--- config.mk ---
export PLATFORM = sky130hd
export DESIGN_NAME = imem_dmem_arbiter
export DESIGN_NICKNAME = d
export VERILOG_FILES = /design/src/rtl/mem_arb_pkg.sv /design/src/rtl/imem_dmem_arbiter.sv
export SDC_FILE = /design/constraint.sdc
export NUM_CORES = 1
export LEC_CHECK = 0
export CAP_MARGIN = 20
export CORE_ASPECT_RATIO = 0.5
export CORE_MARGIN = 8
export CORE_UTILIZATION = 35
export CTS_BUF_LIST = sky130_fd_sc_hd__clkbuf_4 sky130_fd_sc_hd__clkbuf_8
export DETAILED_ROUTE_END_ITERATION = 7
export PLACE_DENSITY = 0.82
export SYNTH_ARGS = -nofsm -noshare
export SYNTH_HDL_FRONTEND = slang
export SYNTH_SLANG_ARGS = --single-unit
--- constraint.sdc ---
create_clock -name clk_i -period 2.95 [get_ports clk_i]
set_input_delay 0.4425 -clock clk_i [delete_from_list [all_inputs] [get_ports clk_i]]
set_output_delay 0.4425 -clock clk_i [all_outputs]
set_load 0.03 [all_outputs]
--- src/rtl/mem_arb_pkg.sv ---
// ---------------------------------------------------------------------------
// mem_arb_pkg
// Shared types for the instruction/data memory arbiter.
//   resp_owner_e : which requester owns the read response due next cycle
//   arb_state_e  : which requester currently holds priority
//   STREAK_W     : width of the consecutive-data-grant counter
// ---------------------------------------------------------------------------
package mem_arb_pkg;

    localparam int STREAK_W = 4;

    typedef enum logic [1:0] {
        OWNER_NONE,
        OWNER_INS,
        OWNER_DATA
    } resp_owner_e;

    typedef enum logic {
        PRIO_DATA,
        PRIO_INS
    } arb_state_e;

endpackage

--- src/rtl/imem_dmem_arbiter.sv ---
// ---------------------------------------------------------------------------
// imem_dmem_arbiter
// Shares one single-port synchronous memory (1-cycle read latency) between
// the instruction-fetch port and the load/store port. One access per cycle;
// the data port normally wins, but after MAX_DATA_STREAK consecutive data
// grants with fetch waiting, fetch is forced through for one grant.
// Read responses are routed back to the owning port one cycle after grant.
//
// Ports:
//   clk_i, rst_i                  clock, async active-high reset
//   ins_req_i/ins_addr_i          fetch request and word address
//   ins_gnt_o                     fetch accepted this cycle
//   ins_flush_i                   drop a fetch response due this cycle
//   ins_rvalid_o/ins_rdata_o      fetch response
//   data_req_i/we/be/addr/wdata   load/store request
//   data_gnt_o                    load/store accepted this cycle
//   data_rvalid_o/data_rdata_o    load response
//   mem_en_o/we_o/addr_o/wdata_o  memory command
//   mem_rdata_i                   memory read data (cycle after a read)
// ---------------------------------------------------------------------------
module imem_dmem_arbiter
    import mem_arb_pkg::*;
#(
    parameter int unsigned  MAX_DATA_STREAK = 4,
    parameter logic [31:0]  RESET_ADDR      = 32'h8000_0000
) (
    input  logic        clk_i,
    input  logic        rst_i,
    input  logic        ins_req_i,
    input  logic [31:0] ins_addr_i,
    output logic        ins_gnt_o,
    input  logic        ins_flush_i,
    output logic        ins_rvalid_o,
    output logic [31:0] ins_rdata_o,
    input  logic        data_req_i,
    input  logic        data_we_i,
    input  logic [3:0]  data_be_i,
    input  logic [31:0] data_addr_i,
    input  logic [31:0] data_wdata_i,
    output logic        data_gnt_o,
    output logic        data_rvalid_o,
    output logic [31:0] data_rdata_o,
    output logic        mem_en_o,
    output logic [3:0]  mem_we_o,
    output logic [31:0] mem_addr_o,
    output logic [31:0] mem_wdata_o,
    input  logic [31:0] mem_rdata_i
);

    localparam logic [STREAK_W-1:0] STREAK_MAX = STREAK_W'(MAX_DATA_STREAK);

    arb_state_e            state_q, state_d;
    logic [STREAK_W-1:0]   streak_q, streak_d;
    resp_owner_e           owner_q, owner_d;
    logic [31:0]           addr_q;
    logic [31:0]           wdata_q;
    logic                  ins_gnt, data_gnt;

    // Grant selection, streak counting and priority hand-off.
    // NOTE: every signal assigned here gets a default first, so no path
    // leaves a value unassigned and no latch is inferred.
    always_comb begin
        ins_gnt  = 1'b0;
        data_gnt = 1'b0;
        state_d  = state_q;
        streak_d = streak_q;

        // Grants are held off while reset is asserted.
        if (!rst_i) begin
            case (state_q)
                PRIO_DATA: begin
                    data_gnt = data_req_i;
                    ins_gnt  = ins_req_i & ~data_req_i;
                    if (!ins_req_i || ins_gnt) begin
                        streak_d = '0;
                    end else if (streak_q != STREAK_MAX) begin
                        // Fetch is waiting behind a data grant; saturate.
                        streak_d = streak_q + STREAK_W'(1);
                    end
                    if (ins_req_i && data_gnt && streak_d == STREAK_MAX) begin
                        state_d = PRIO_INS;
                    end
                end
                PRIO_INS: begin
                    ins_gnt  = ins_req_i;
                    data_gnt = data_req_i & ~ins_req_i;
                    // Either fetch gets its one grant or it no longer waits.
                    state_d  = PRIO_DATA;
                    streak_d = '0;
                end
                default: begin
                    state_d  = PRIO_DATA;
                    streak_d = '0;
                end
            endcase
        end
    end

    // Response ownership for the access issued this cycle.
    always_comb begin
        owner_d = OWNER_NONE;
        if (ins_gnt) begin
            owner_d = OWNER_INS;
        end else if (data_gnt && !data_we_i) begin
            owner_d = OWNER_DATA;
        end
    end

    // Memory command; address and write data hold their last value when idle.
    assign mem_en_o    = ins_gnt | data_gnt;
    assign mem_we_o    = (data_gnt && data_we_i) ? data_be_i : 4'b0000;
    assign mem_addr_o  = ins_gnt  ? ins_addr_i  :
                         data_gnt ? data_addr_i : addr_q;
    assign mem_wdata_o = data_gnt ? data_wdata_i : wdata_q;

    assign ins_gnt_o  = ins_gnt;
    assign data_gnt_o = data_gnt;

    // A flush only discards a fetch response that is due this cycle.
    assign ins_rvalid_o  = (owner_q == OWNER_INS) && !ins_flush_i;
    assign data_rvalid_o = (owner_q == OWNER_DATA);
    assign ins_rdata_o   = mem_rdata_i;
    assign data_rdata_o  = mem_rdata_i;

    // NOTE: state registers use non-blocking assignments so every register
    // samples pre-edge values, independent of statement order.
    always_ff @(posedge clk_i or posedge rst_i) begin
        if (rst_i) begin
            state_q  <= PRIO_DATA;
            streak_q <= '0;
            owner_q  <= OWNER_NONE;
            addr_q   <= RESET_ADDR;
            wdata_q  <= '0;
        end else begin
            state_q  <= state_d;
            streak_q <= streak_d;
            owner_q  <= owner_d;
            addr_q   <= mem_addr_o;
            wdata_q  <= mem_wdata_o;
        end
    end

endmodule

**Metal 1**

Drawn at 3 px/µm. Cells faint in the background.
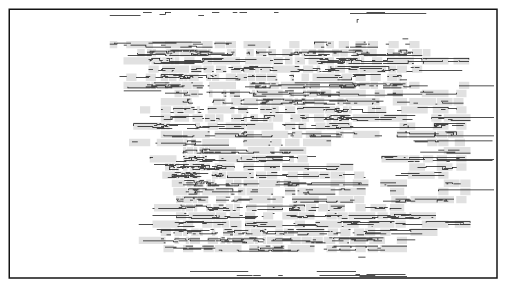
The wires run mostly horizontal. The longest straight run is 33.6 µm.
via count: 2617
Total Routed Length: 10500 µm
met1 Usage GRT: 14.8%

**Metal 2**

Drawn at 4 px/µm.
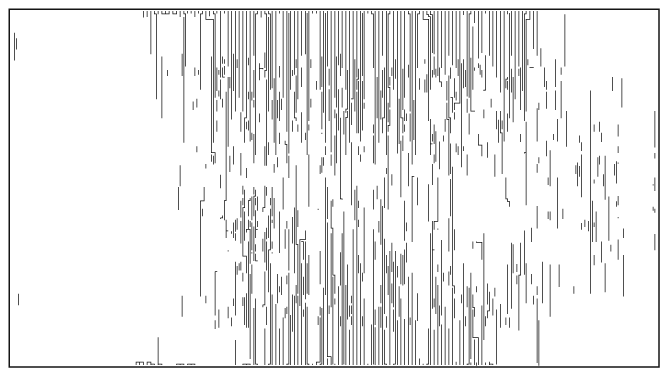
The layer carries 5890 µm of wire. The layer holds 56% of the routed length.
grt met2 use: 25.8%

**The metal 3 layer**

Drawn at 2 px/µm. Cells faint in the background.
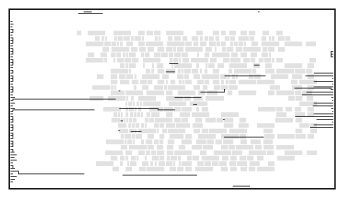
The layer carries 576 µm of wire. 53 nets have wire on it. The longest straight run is 51.3 µm.

==> ci_impl_report.md <==
### Yosys + OpenROAD results

| Metric | Value |
|---|---|
| Outcome | completed |
| Yosys top cell by area | dfrtp_1 |
| Comb group | 1.04 mW |
| Wl on met1 | 3890 µm |
| Most common cell in the netlist | dfrtp_1 |
| Most common cell after layout, fill and taps aside | clkdlybuf4s50_1 |
| Distinct lib cells | 28 |
| PortBufs | 178 |
| Pint | 2.00 mW |
| CTS root buffer | clkbuf_8 |
| R2R cell count | 6 |
| Critical Path End Type | primary output |
| Tapcell count | 140 |
| Yosys reg bits | 71 |
| R2R setup slack | 1.19 ns |
| Clock buffer depth | 2 |
| Reg-to-Reg End | addr_q[17] |
| Worst Hold Path EP | wdata_q[21] |
| Arrival @ worst endpoint | 2.40 ns |
| Comb gates | 173 |
| Seq group | 1.15 mW |
**Metal 4**

Drawn at 2 px/µm. Cells faint in the background.
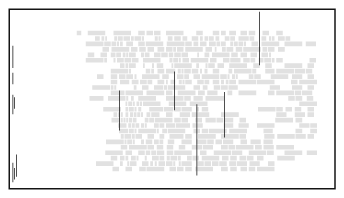
The layer holds 1.7% of the routed length. 10 nets have wire on it. The longest straight run is 35.4 µm.

**Routing congestion map**

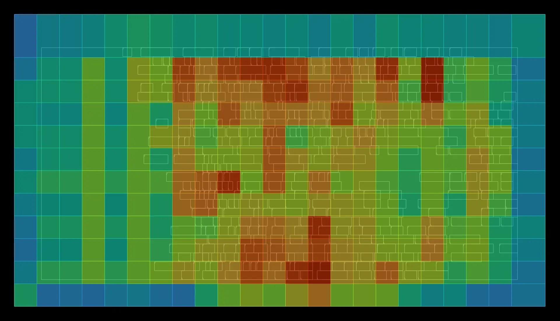
gr busiest metal: met2
met3 GRT Util: 4.14%
DR WL/cell: 17.8 µm

## cell families after synthesis
logic type / after synthesis / synth area share [%]
DFF: 71 / 47.6
and+or+nand+nor: 65 / 7.87
AOI/OAI and AO/OA: 42 / 5.80
muxes: 64 / 21.3
buffers and inverters: 83 / 16.7
adders and majority gates: 2 / 0.670
## sequential cells by signal, indices dropped and copies added, names as in the netlist
signal    flops
streak_q      4
addr_q       32
wdata_q      32
state_q       1
owner_q       2
## per-stage QoR
step,cells,power (mW),worst slack (ns)
3_5_place_dp,576,2.23,0.109
3_3_place_gp,576,2.21,0.150
5_1_grt,592,3.08,0.0508
6_report,592,2.95,0.112
2_1_floorplan,327,1.90,0.119
4_1_cts,592,2.99,0.109
Power and IR drop assume default switching activity.
